Design io_port_bridge_flat, sky130hd; sources not shown.
run_1/cell_density.png
10 x 10 tiles, from white (low) to dark blue (high), 0 to 100% covered.
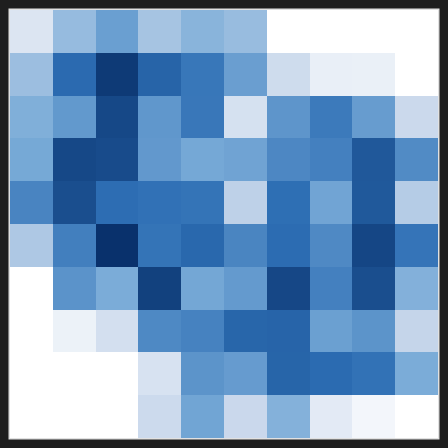
mean over tiles	49%
fullest tile	100%
nearly empty tiles	14%
tiles over 75% full	21%
core area: 8721 um^2
FP Util: 46.50%
utilization after layout: 54.42%

run_1/layer_met1.png
Supply wires on this layer in gray.
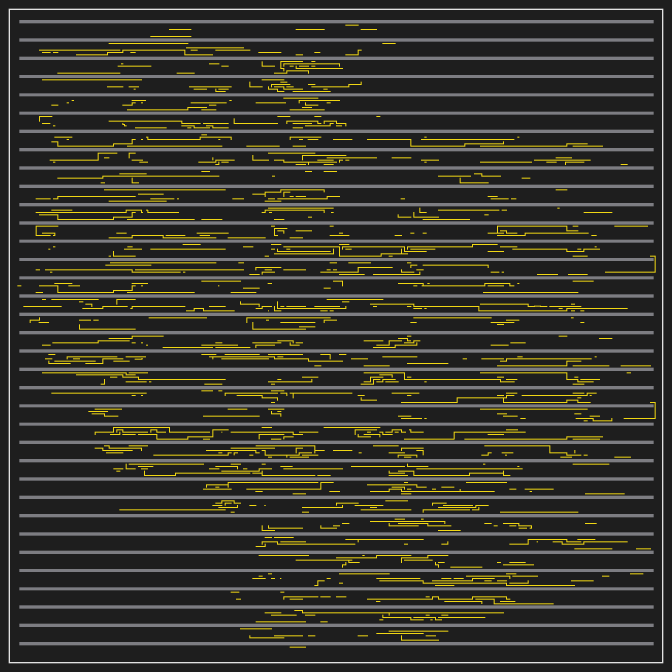
nets with wire on the layer	300
wire length on this layer	2920 um
longest straight run	29.9 um
main direction	horizontal
share of all routed wire	48%
Via Count: 2137
met1 usage: 17.75%
final wirelength: 6087 um

run_1/io_fan.png
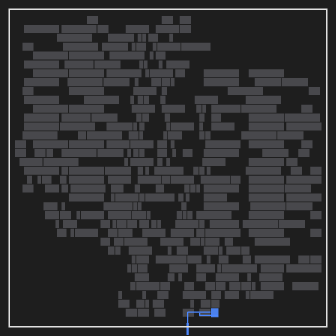
port	color	bits	direction	edge	end cells	buffers	wire
`bus_M_VALID`	blue	1	output	bottom	1	1	17.0 um
Port Buffer Count: 29
I/O Pins: 30

run_1/congestion.png
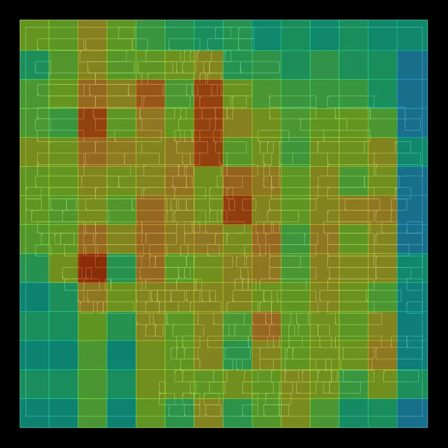
WL per Instance: 14.46 um
global routing's busiest layer: met2

==> ci_impl_report.md, run 1 <==
## Implementation flow summary

| Metric | Value |
|---|---|
| Status | `complete, no violations` |
| Final ANT Viol Nets | `0` |
| H-tree level count | `3` |
| Postcts setup bufs | `0` |
| Cells after DPL | `405` |
| Global route total overflow | `0` |
| Leak Pwr | `around 1.6 nW` |
| Die area | `roughly 9400 um^2` |
| Dpl hpwl | `4451 um` |
| Max Cap Viol | `0` |
| Startpoint types | `flop` |
| Yosys stat cell total | `about 280` |
| Final Hold Fails | `0` |
| DR pass1 iterations | `4` |
| Clock Tree Buf Depth | `2` |
| Final setup vio count | `0` |
| CP arrival | `between 2 and 2.5 ns` |
| Gpl congestion | `between 0.6 and 0.7` |
| Final slew viol count | `0` |
| Top cells excl fill/tap | `edfxtp_1 (64), dfxtp_1 (37), clkdlybuf4s50_1 (29), nand2_1 (28), nor2_1 (20)` |
| Kind of critical path | `reg2out` |
| Ys flops | `just over 100` |
| Post-synth seq share | `between 60% and 70%` |
| Area growth, synth to finish | `17.03%` |
| Final worst-path cycle share | `~94%` |
| Layout Nets | `about 340` |
| PwrDens | `~890 nW/um^2` |
| Synth warnings | `0` |
| First-pass GRT wire length | `between 10000 and 15000 um` |
| Die W | `96.93 um` |
| Violation count after the first detailed-route iteration | `just over 70` |
| Required time of the critical path | `between 2 and 2.5 ns` |
| Cell Type Count | `35` |
| Diode count | `0` |
| Hold Crit Class | `reg2reg` |
| Reg-to-reg slack, setup | `around 0.49 ns` |
| Rows | `34` |
| Clk sinks | `between 100 and 150` |
| Worst slew margin | `57.64%` |
| Die y size | `around 97 um` |
| Root Driver | `clkbuf_16` |
| Syn nets | `307` |
| Mapped Avg Cell Area | `14.53 um^2` |
| Crit Path Max Fanout | `8` |
| OpenROAD warnings | `32` |
| Via density | `5.076` |
| Worst Hold Depth | `2` |
| CTS Hold Bufs | `0` |
| Crit. End Element | `output port` |
| Worst-Margin Slew | `between 0.6 and 0.7 ns` |
| Synthesis area per yosys | `roughly 4100 um^2` |
| Post-Route Setup TNS | `0 ns` |
| Largest net degree at the start of global routing | `24` |
| All-Layer GR Usage | `13.91%` |
| Number of gates resized after cts | `0` |
| Dominant logic cell type in the layout | `edfxtp_1` |
| CTS tree | `done` |
| Clock transition at the registers of the reported paths | `about 0.07 ns` |
| Worst Reg2Reg Path Length in Cells | `3` |
| Ratio of cells with drive above 1 in the final layout | `between 10 and 15%` |
| Peak VDD IR | `0.0005311 V` |
| RSZ-0062 raised after global routing | `false` |
-- run 1: cells by family (layout without fill, tap and decap cells) --
family,count (synthesis),in the layout,share of synthesized area (%)
muxes,20,20,9.874
buffers and inverters,20,54,2.160
xor gates and xnor gates,18,18,4.073
AOI/OAI and AO/OA,30,30,5.585
DFF,101,101,65.66
adders and majority gates,12,12,3.702
and+or+nand+nor,78,78,8.948
-- run 1: power breakdown --
part           switching, mW  leakage (nW)  internal (mW)
registers              0.138         0.882           1.97
logic                  0.341         0.579          0.338
clock network          0.627         0.151          0.820
total                   1.11          1.61           3.13
-- run 1: through the flow --
| step | util, % | cell area, um^2 | hold WS [ns] | setup WS [ns] |
|---|---|---|---|---|
| floorplan | - | 4055 | 0.3429 | 0.8028 |
| global placement | 50.85 | 4434 | 0.4450 | 0.4365 |
| detailed placement | 50.85 | 4434 | 0.4629 | 0.3514 |
| CTS | 54.42 | 4746 | 0.4732 | 0.09128 |
| global route | 54.42 | 4746 | 0.4897 | 0.05039 |
| finish | 54.42 | 4746 | 0.4737 | 0.1551 |
-- run 1: synthesized netlist by cell type --
cell type  count  area, um^2
nand2_1       28       105.1
buf_2          4       20.02
a31oi_1        1       6.260
nor2_1        20       75.07
a311oi_1       5       43.79
nand3b_1       1       7.510
and2_1         4       25.02
xnor2_1       12       105.1
o31ai_1        1       7.510
and2_2         4       30.03
buf_4          2       15.01
xor2_1         5       43.79
mux2i_1        4       40.04
or3_1          1       6.260
a21oi_1        7       35.03
clkbuf_1       6       22.52
nor3_1         2       10.01
xor2_2         1       16.27
o21ai_0        9       45.04
a21boi_0       1       7.510
o311ai_0       1       8.760
edfxtp_1      64        1922
ha_1          12       150.1
buf_1          1       3.750
a31oi_2        1       12.51
nand4b_1       2       17.52
a41oi_2        1       16.27
a311oi_4       1       26.28
a31o_2         2       17.52
nand4_1        2       12.51
and3b_1        1       8.760
dfxtp_1       37       740.7
mux4_2        16       360.4
inv_1          7       26.28
nand3_1       13       65.06
-- run 1: worst max-delay path, stage by stage, from the launching register on --
cell	delay (ns)
dfxtp_1	0.64
mux4_2	0.57
clkdlybuf4s50_1	0.49
-- run 1: layer usage --
layer,track usage [%],vias to the layer above,wire length [um]
met5,0,-,0
met4,5.855,0,44
met3,3.974,2,202
met2,22.26,32,2921
met1,17.75,1013,2918
li1,-,1090,-
-- run 1: layout make-up --
cell class                 count  area [um^2]
fill                         703         3975
clock inverter                 7        86.33
sequential                   101         2663
multi-input combinational    158         1305
timing repair buffer          31        305.3
clock buffer                   9        225.2
inverter                       7        26.28
tap                          108        135.1
--- run 2 (diff from run 1) ---
Settings changed: ABC_AREA set to 0, SLEW_MARGIN set to 20.
run_2/io_fan.png
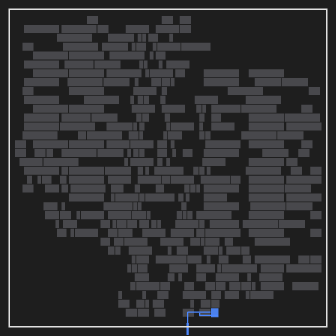
port	color	bits	direction	edge	end cells	buffers	wire
`bus_M_VALID`	blue	1	output	bottom	1	1	17.0 um

run_2/layer_met1.png
Supply wires on this layer in gray.
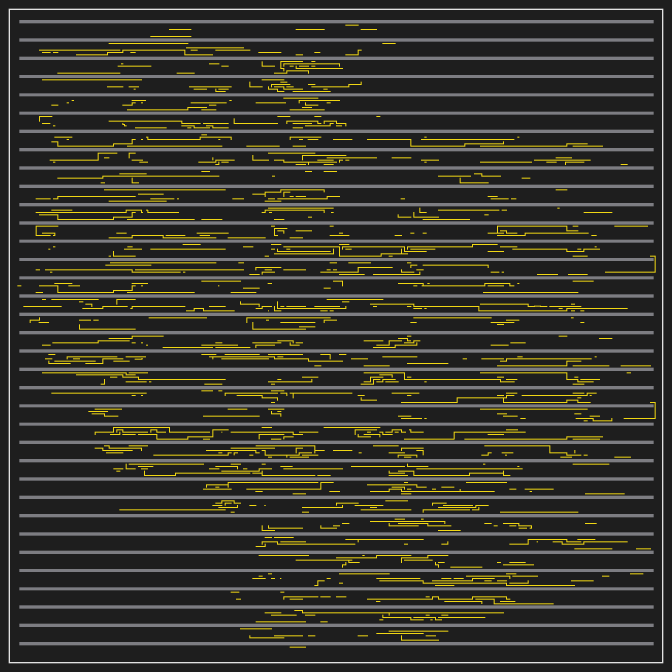
share of all routed wire	48%
main direction	horizontal
wire length on this layer	2920 um

==> run 2 against run 1 <==
Net effect: critical path depth unchanged; combinational power about the same; power unchanged; critical endpoint unchanged; utilization unchanged; clock skew unchanged; hold slack unchanged; highest routed layer unchanged; sequential power about the same.
==> ci_impl_report.md, run 2 <==
## Implementation flow summary

| Metric | Value |
|---|---|
| Status | `complete, no violations` |
| Dpl hpwl | `roughly 4500 um` |
| First-pass GRT wire length | `roughly 10000 um` |
| Yosys stat cell total | `279` |
| Largest net degree at the start of global routing | `24` |
| Die W | `between 90 and 100 um` |
| Crit. End Element | `output port` |
| Leading area contributor after synthesis | `edfxtp_1` |
| Clk network pwr share | `approximately 34%` |
| All-Layer GR Usage | `13.91%` |
| Clock Tree Buf Depth | `2` |
| Ys flops | `101` |
| Biggest area cells | `edfxtp_1 (47%), dfxtp_1 (18%), mux4_2 (8.9%), ha_1 (3.7%), nand2_1 (2.6%)` |
| Final setup vio count | `0` |
| Ratio of cells with drive above 1 in the final layout | `14.06%` |
| Max Cap Viol | `0` |
| Worst Hold Depth | `2` |
| Final wirelength | `between 6000 and 7000 um` |
| Worst Reg2Reg Path Length in Cells | `3` |
| Sw Pwr | `between 1 and 1.5 mW` |
| Required time of the critical path | `approximately 2.2 ns` |
| Clk sinks | `~100` |
| Dominant logic cell type in the layout | `edfxtp_1` |
| Synthesis area per yosys | `around 4100 um^2` |
| I/O Pins | `30` |
| Worst slew margin | `between 50% and 60%` |
| Synth warnings | `0` |
| Port Buffer Count | `29` |
| Core area | `8721 um^2` |
| Post-synth seq share | `~66%` |
| Via Count | `about 2100` |
| Mapped Avg Cell Area | `approximately 15 um^2` |
| Postcts setup bufs | `0` |
| Post-route cell area | `4746 um^2` |
| H-tree level count | `3` |
| Crit Path Max Fanout | `8` |
| Reg-to-reg slack, setup | `just under 0.5 ns` |
| Rows | `34` |
| RSZ-0062 raised after global routing | `false` |
| Synth async-reset ratio | `0%` |
| Primary FF master, synth | `edfxtp_1` |
| Hold Crit Class | `reg2reg` |
| Via density | `5.076` |
| Global route total overflow | `0` |
| Cells after DPL | `roughly 410` |
| Number of gates resized after cts | `0` |
run 2: cell counts after synthesis:
Identical to the previous run, type by type.
run 2: layer usage:
metal	vias to the layer above	GRT usage (%)
met5	-	0
met4	0	5.855
met3	2	3.974
met2	32	22.26
met1	1013	17.75
li1	1090	-
run 2: kinds of logic (layout without fill, tap and decap cells):
family / Yosys count / in the layout / synth area share [%]
buffers and inverters: 20 / 54 / 2.160
AND-OR/OR-AND: 30 / 30 / 5.585
flip-flops: 101 / 101 / 65.66
XOR/XNOR: 18 / 18 / 4.073
multiplexers: 20 / 20 / 9.874
adder cells (fa/ha/maj): 12 / 12 / 3.702
AND/OR/NAND/NOR: 78 / 78 / 8.948
run 2: cell type report:
cell class                 instances  area, um^2  area share (%)
clock buffer                       9       225.2           4.746
clock inverter                     7       86.33           1.819
inverter                           7       26.28          0.5537
multi-input combinational        158        1305           27.50
sequential                       101        2663           56.10
tap                              108       135.1           2.847
timing repair buffer              31       305.3           6.433
run 2: power groups by stage:
stage	combinational, mW	clock [mW]	sequential, mW
CTS	0.688	1.48	2.12
finish	0.680	1.45	2.11
detailed placement	0.683	0	2.16
global placement	0.672	0	2.15
global route	0.757	1.55	2.14
floorplan	0.555	0	2.09
run 2: worst max-delay path: stages, from the launching register on:
cell and delay [ns]:
dfxtp_1 0.64, mux4_2 0.57, clkdlybuf4s50_1 0.49
Power is estimated from default activity; no workload was simulated.
